**src/rtl/sdram_interface.sv**
```systemverilog
// rtl/sdram_interface.sv - x16 SDR SDRAM pin driver: power-up init, auto-refresh, single-word access with auto-precharge (optional SDRAM_CMD_ERR_EN adds CMD_ERR)
module sdram_interface #(
  parameter int          INIT_WAIT    = 9600,
  parameter int          T_RP         = 1,
  parameter int          T_RCD        = 1,
  parameter int          T_RFC        = 4,
  parameter int          T_WR         = 2,
  parameter int          CAS_LAT      = 2,
  parameter int          REF_INTERVAL = 360,
  parameter logic [12:0] MODE_WORD    = 13'h020
) (
  input  logic        CLK_48MHZ,
  input  logic        RESET,
  input  logic [1:0]  CMD_IN,
  input  logic [1:0]  BA_IN,
  input  logic [12:0] ROW_IN,
  input  logic [8:0]  COL_IN,
  input  logic [15:0] DATA_IN,
  output logic        SDRAM_STATUS,
  output logic [15:0] READ_DATA,
  output logic        READ_VALID,
  output logic        SD_CKE,
  output logic        SD_CS_N,
  output logic        SD_RAS_N,
  output logic        SD_CAS_N,
  output logic        SD_WE_N,
  output logic [1:0]  SD_BA,
  output logic [12:0] SD_ADDR,
  output logic [1:0]  SD_DQM,
  output logic [15:0] SD_DQ_OUT,
  output logic        SD_DQ_OE,
  input  logic [15:0] SD_DQ_IN
`ifdef SDRAM_CMD_ERR_EN
  ,
  output logic        CMD_ERR
`endif
);

  // Command pin patterns {CS_N, RAS_N, CAS_N, WE_N}
  localparam logic [3:0] C_NOP = 4'b0111;
  localparam logic [3:0] C_ACT = 4'b0011;
  localparam logic [3:0] C_RD  = 4'b0101;
  localparam logic [3:0] C_WR  = 4'b0100;
  localparam logic [3:0] C_PRE = 4'b0010;
  localparam logic [3:0] C_REF = 4'b0001;
  localparam logic [3:0] C_MRS = 4'b0000;

  typedef enum logic [3:0] {
    S_INIT_WAIT,
    S_INIT_PRE,
    S_INIT_REF1,
    S_INIT_REF2,
    S_INIT_MRS,
    S_IDLE,
    S_ACT,
    S_WRITE,
    S_READ,
    S_REFRESH
  } state_t;

  state_t      r_state;
  logic [15:0] r_cnt;
  logic [15:0] r_ref_cnt;
  logic        r_ref_pending;
  logic        r_armed;
  logic [3:0]  r_cmd;
  logic        r_cke;
  logic        r_status;
  logic        r_read_valid;
  logic [15:0] r_read_data;
  logic [1:0]  r_sd_ba;
  logic [12:0] r_sd_addr;
  logic [1:0]  r_dqm;
  logic        r_dq_oe;
  logic [15:0] r_dq_out;
  logic [1:0]  r_ba;
  logic [8:0]  r_col;
  logic [15:0] r_data;
  logic        r_is_write;

  logic        w_accept;
  logic        w_done;
  logic        w_ref_tick;
  logic        w_ref_issue;

  // A read or write is taken only in IDLE, once per assertion of CMD_IN
  assign w_accept    = (r_state == S_IDLE) && r_armed &&
                       ((CMD_IN == 2'b01) || (CMD_IN == 2'b10));
  assign w_ref_tick  = (r_ref_cnt == 16'(REF_INTERVAL - 1));
  // An access ending with a refresh pending chains straight into REF so busy never drops
  assign w_ref_issue = r_ref_pending &&
                       (w_done || ((r_state == S_IDLE) && !w_accept));

  // End of the final NOP run of each sequence that returns to IDLE
  always_comb begin
    w_done = 1'b0;
    case (r_state)
      S_INIT_MRS: w_done = (r_cnt == 16'd2);
      S_WRITE:    w_done = (r_cnt == 16'(T_WR + T_RP));
      S_READ:     w_done = (r_cnt == 16'(CAS_LAT + T_RP + 1));
      S_REFRESH:  w_done = (r_cnt == 16'(T_RFC));
      default:    w_done = 1'b0;
    endcase
  end

  // Free-running refresh interval counter; a tick while already pending is absorbed
  always_ff @(posedge CLK_48MHZ or negedge RESET) begin
    if (!RESET) begin
      r_ref_cnt     <= 16'd0;
      r_ref_pending <= 1'b0;
    end else begin
      r_ref_cnt     <= w_ref_tick ? 16'd0 : r_ref_cnt + 16'd1;
      r_ref_pending <= w_ref_tick | (r_ref_pending & ~w_ref_issue);
    end
  end

  // Re-arm on any idle CMD_IN cycle, disarm on acceptance; 11 leaves it unchanged
  always_ff @(posedge CLK_48MHZ or negedge RESET) begin
    if (!RESET) begin
      r_armed <= 1'b1;
    end else if (CMD_IN == 2'b00) begin
      r_armed <= 1'b1;
    end else if (w_accept) begin
      r_armed <= 1'b0;
    end
  end

  // Sequencer: every pin is registered here; the cycle counter restarts on each command
  always_ff @(posedge CLK_48MHZ or negedge RESET) begin
    if (!RESET) begin
      r_state      <= S_INIT_WAIT;
      r_cnt        <= 16'd0;
      r_cmd        <= C_NOP;
      r_cke        <= 1'b0;
      r_status     <= 1'b1;
      r_read_valid <= 1'b0;
      r_read_data  <= 16'd0;
      r_sd_ba      <= 2'b00;
      r_sd_addr    <= 13'd0;
      r_dqm        <= 2'b11;
      r_dq_oe      <= 1'b0;
      r_dq_out     <= 16'd0;
      r_ba         <= 2'b00;
      r_col        <= 9'd0;
      r_data       <= 16'd0;
      r_is_write   <= 1'b0;
    end else begin
      r_cke        <= 1'b1;
      r_cmd        <= C_NOP;
      r_dq_oe      <= 1'b0;
      r_dq_out     <= 16'd0;
      r_read_valid <= 1'b0;
      r_cnt        <= r_cnt + 16'd1;

      // Read word arrives CAS_LAT cycles after RD and is registered one edge later
      if ((r_state == S_READ) && (r_cnt == 16'(CAS_LAT + 1))) begin
        r_read_data  <= SD_DQ_IN;
        r_read_valid <= 1'b1;
      end

      if (w_done) begin
        r_cnt <= 16'd0;
        if (r_state == S_INIT_MRS) r_dqm <= 2'b00;
        if (r_ref_pending) begin
          r_cmd   <= C_REF;
          r_state <= S_REFRESH;
        end else begin
          r_state  <= S_IDLE;
          r_status <= 1'b0;
        end
      end else begin
        case (r_state)
          S_INIT_WAIT: begin
            if (r_cnt == 16'(INIT_WAIT - 1)) begin
              r_cmd     <= C_PRE;
              r_sd_addr <= 13'h0400;
              r_cnt     <= 16'd0;
              r_state   <= S_INIT_PRE;
            end
          end
          S_INIT_PRE: begin
            if (r_cnt == 16'(T_RP)) begin
              r_cmd   <= C_REF;
              r_cnt   <= 16'd0;
              r_state <= S_INIT_REF1;
            end
          end
          S_INIT_REF1: begin
            if (r_cnt == 16'(T_RFC)) begin
              r_cmd   <= C_REF;
              r_cnt   <= 16'd0;
              r_state <= S_INIT_REF2;
            end
          end
          S_INIT_REF2: begin
            if (r_cnt == 16'(T_RFC)) begin
              r_cmd     <= C_MRS;
              r_sd_addr <= MODE_WORD;
              r_sd_ba   <= 2'b00;
              r_cnt     <= 16'd0;
              r_state   <= S_INIT_MRS;
            end
          end
          S_IDLE: begin
            r_cnt <= 16'd0;
            if (w_accept) begin
              r_cmd      <= C_ACT;
              r_sd_ba    <= BA_IN;
              r_sd_addr  <= ROW_IN;
              r_ba       <= BA_IN;
              r_col      <= COL_IN;
              r_data     <= DATA_IN;
              r_is_write <= (CMD_IN == 2'b10);
              r_status   <= 1'b1;
              r_state    <= S_ACT;
            end else if (r_ref_pending) begin
              r_cmd    <= C_REF;
              r_status <= 1'b1;
              r_state  <= S_REFRESH;
            end
          end
          S_ACT: begin
            if (r_cnt == 16'(T_RCD)) begin
              r_cnt     <= 16'd0;
              r_sd_ba   <= r_ba;
              r_sd_addr <= {2'b00, 1'b1, 1'b0, r_col};
              if (r_is_write) begin
                r_cmd    <= C_WR;
                r_dq_oe  <= 1'b1;
                r_dq_out <= r_data;
                r_state  <= S_WRITE;
              end else begin
                r_cmd   <= C_RD;
                r_state <= S_READ;
              end
            end
          end
          default: begin
          end
        endcase
      end
    end
  end

`ifdef SDRAM_CMD_ERR_EN
  logic [1:0] r_cmd_prev;
  logic       r_cmd_err;

  // Sticky flag for protocol abuse: command changed while busy, or reserved code in IDLE
  always_ff @(posedge CLK_48MHZ or negedge RESET) begin
    if (!RESET) begin
      r_cmd_prev <= 2'b00;
      r_cmd_err  <= 1'b0;
    end else begin
      r_cmd_prev <= CMD_IN;
      if ((r_status && (CMD_IN != 2'b00) && (CMD_IN != r_cmd_prev)) ||
          ((r_state == S_IDLE) && (CMD_IN == 2'b11))) begin
        r_cmd_err <= 1'b1;
      end
    end
  end

  assign CMD_ERR = r_cmd_err;
`endif

  assign SDRAM_STATUS = r_status;
  assign READ_DATA    = r_read_data;
  assign READ_VALID   = r_read_valid;
  assign SD_CKE       = r_cke;
  assign SD_CS_N      = r_cmd[3];
  assign SD_RAS_N     = r_cmd[2];
  assign SD_CAS_N     = r_cmd[1];
  assign SD_WE_N      = r_cmd[0];
  assign SD_BA        = r_sd_ba;
  assign SD_ADDR      = r_sd_addr;
  assign SD_DQM       = r_dqm;
  assign SD_DQ_OUT    = r_dq_out;
  assign SD_DQ_OE     = r_dq_oe;

endmodule

```
**config.mk**
```make
export PLATFORM = sky130hd
export DESIGN_NAME = sdram_interface
export DESIGN_NICKNAME = d
export VERILOG_FILES = /design/src/rtl/sdram_interface.sv
export SDC_FILE = /design/constraint.sdc
export NUM_CORES = 1
export LEC_CHECK = 0
export CORE_MARGIN = 4
export CORE_UTILIZATION = 65
export CTS_CLUSTER_DIAMETER = 80
export DETAILED_ROUTE_END_ITERATION = 10
export DONT_BUFFER_PORTS = 1
export PLACE_DENSITY = 0.89
export SLEW_MARGIN = 20
export SYNTH_ARGS = -nofsm -noshare
export SYNTH_HDL_FRONTEND = slang
export SYNTH_SLANG_ARGS = --single-unit
```
**constraint.sdc**
```tcl
create_clock -name CLK_48MHZ -period 3.75 [get_ports CLK_48MHZ]
set_clock_uncertainty 0.2 [all_clocks]
set_input_delay 1.125 -clock CLK_48MHZ [delete_from_list [all_inputs] [get_ports CLK_48MHZ]]
set_output_delay 1.125 -clock CLK_48MHZ [all_outputs]
set_load 0.05 [all_outputs]
```
==> images/m1.png <==
Scale: 4 px per um. Supply wires on this layer in grey.
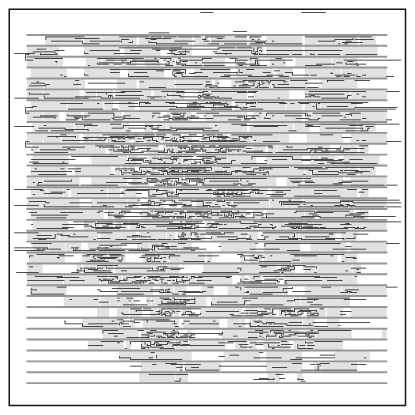
main direction: horizontal
nets with wire on the layer: 483
longest straight run: 36.8 um

==> images/util_map.png <==
Scale: 4 px per um. The die is cut into 10 by 10 equal tiles; dark blue is low, red is high, 0 to 100% covered.
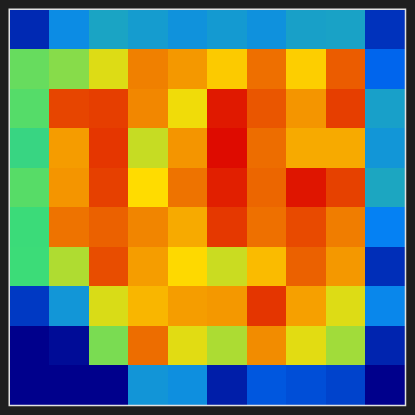
fullest tile: 99%
emptiest ninth of the die: south-west
nearly empty tiles: 5.0%
tiles over 75% full: 48%
mean over tiles: 61%

==> CHANGELOG.md <==
### Physical design

- Wl on met1: 4.89 mm
- Post-synth EDFFs: 0
- Die H: 98.7 um
- Hold Vio Cnt, Final: 0
- Starting DRT DRC Count: 248
- Rel. slew slack: 49.9%
- Comb pwr share: 0.3%
- Worst Setup Path Type: flip-flop to flip-flop
- Final-layout fill cell count: 447
- Critical path startpoint: r_cnt[0]
- Worst skew pair latency: 510 ps
- Worst reg2reg path endpoint: SD_ADDR[10]
- # Post-CTS Setup Buffers: 0
- Hold WC Path Type: primary input to asynchronous set/reset pin
- Most frequent logic cell in the layout: dfrtp_1
- Final non-filler cell total: 575
- CP Launch Type: flip-flop
- Synth area leader: dfrtp_1
- Combinational Power: 0.00000784 W
- Most frequent cells in the layout: 115 x dfrtp_1, 47 x nor2_1, 44 x mux2_2
- Core Util at FP: 68.2%
- Gr ovfl total: 0
- Slew Limit Fails: 0
- Syn Nets: 521
- Port Buf Inserts: 0
- Max power group: the clock network
- Cts repair resizes: 0
- Post-synthesis instance total: 454
- # DRC: 0
- CTS Sinks: 121
- Comb/total area: 36.4%
- Core area: 7850 um^2
- MaxCap Viol Count: 0
- Setup TNS: 0 ps
- Clock-cell share of area: 9.91%
- R2R Setup Slk: 930 ps
- Yosys reg bits: 121
- Worst-Margin Slew: 746 ps
- Sequential cells: 121
- Met1 usage: 34.2%
- Int Pwr: 0.00234 W
- CP Capture Type: flip-flop
- Share of post-route cells with drive strength above 1: 20.5%
- N_taps: 102
- DR WL met2: 6.14 mm
- Worst r2r path cells: 8
- Cell area leaders: dfrtp_1 54%, mux2_2 9.3%, nor2_1 3.3%
- Die Size: 9740 um^2
- Reg area: 3040 um^2
- Top class by area: flip-flops and latches
- P_seq: 0.00131 W
- Top post-synthesis cells by count: 115 x dfrtp_1, 47 x nor2_1, 44 x mux2_2, 24 x nand2_1, 18 x and2_1
- GRT Total Usage: 26.3%
- CP endpoint: SD_ADDR[10]
- Signal buf overhead: 0.828%
- Post-layout min period: 2820 ps
- GP Congestion: 0.908
- First-pass DRT Iterations: 5
- Finished layout cell area: 6050 um^2
- Placed Cells: 543
- Met3 WL: 1.03 mm
- Placed inst area: 5450 um^2
- WHS: 104 ps
- Number of global-route vias before repair: 3,821
- Met3 Use GR: 7.78%
- Clock buffer depth: 2
- Crit path required time: 3950 ps
- Final Cycle Share: 75.3%
- Non-CTS buffers: 5
- YS warnings: 0
- Worst endpoint data arrival time: 3020 ps
- Num ports: 117
- RSZ-0062 raised after global routing: no
- Top Metal Used: met4
- Area leader share: 53.8%
- Yosys cell count: 454
- Multi-input logic area: 2200 um^2
- First-pass GRT wire length: 20.0 mm
- Clock share of power: 55.4%
- Layout clock buffer count: 18
- Share of power burned in registers: 44.3%
- Chip Area, Yosys: 5350 um^2
- DIE WIDTH: 98.7 um
- Top FF cell, synth: dfrtp_1
- Reg2reg start: r_cnt[0]
- Largest net degree at the start of global routing: 122
- Status: complete, no violations
- Final wirelength: 12.3 mm
- Setup slack after layout: 926 ps
- Ant. Diodes: 0
- Root Buffer: clkbuf_8
- Total Power: 0.00296 W
- Setup violators final: 0
- Antenna violations before repair: 0
- Comb_multi_in: 307
- NetSw: 0.000616 W
- Final #Nets: 527
- Row count: 32
- Ys async rst share: 100%
- Tool warning count: 32
- Fmax: 354 MHz
- Pleak: 2.81 nW
- Sw Ratio: 20.8%
- Syn avg cell area: 11.8 um^2
- Vias per cell: 6.37
- CTS hold repair buffers: 0
- PD cells: 489 nW/um^2
- Syn-to-layout area delta: 13.0%
- Share of the core filled with cells: 77.0%
- GR Layer Usage met2: 42.2%
- CTS buffer count: 17
- Inverters, non-clock: 8
- Worst vdd ir: 308 uV
- Setup Slack @ Placement: 565 ps
- Via Count: 3,661
- Netlist Area Pre-Place: 5350 um^2
- H-tree levels: 4
- Post-synth cell types: 59
==> images/class_map.png <==
Scale: 4 px per um.
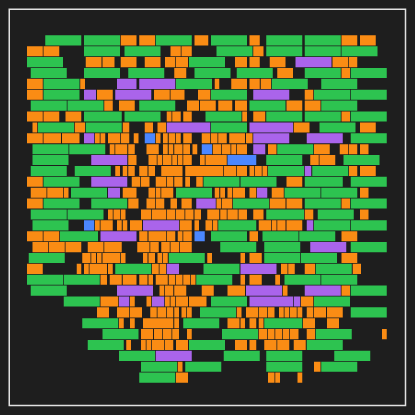
[remaining buffers and delay cells] blue | cells: 5 | share of their area: 0.85%
[registers] green | cells: 121 | share of their area: 51%
[remaining logic cells] orange | cells: 315 | share of their area: 38%
[clock drivers and dummy loads] purple | cells: 32 | share of their area: 10%

worst max-delay path: stages (launching register included):
cell and delay [ps]:
dfrtp_1 430, inv_1 110, ha_1 140, nor4bb_1 320, nand4_1 240, and2_1 280
a221oi_4 340, nand2_2 270, mux2_1 380
logic make-up (layout without fill, tap and decap cells):
family / Yosys count / after routing / share of synthesized area [%]
multiplexers: 49 / 49 / 10.3
adder cells (fa/ha/maj): 7 / 7 / 1.64
other: 2 / 2 / 0.140
AND/OR/NAND/NOR: 164 / 164 / 16.1
flip-flops: 121 / 121 / 56.7
XOR/XNOR: 29 / 29 / 4.75
buffers and inverters: 26 / 45 / 2.18
AND-OR/OR-AND: 56 / 56 / 8.14
No activity file was given, so power comes from the tool's default toggle rates.
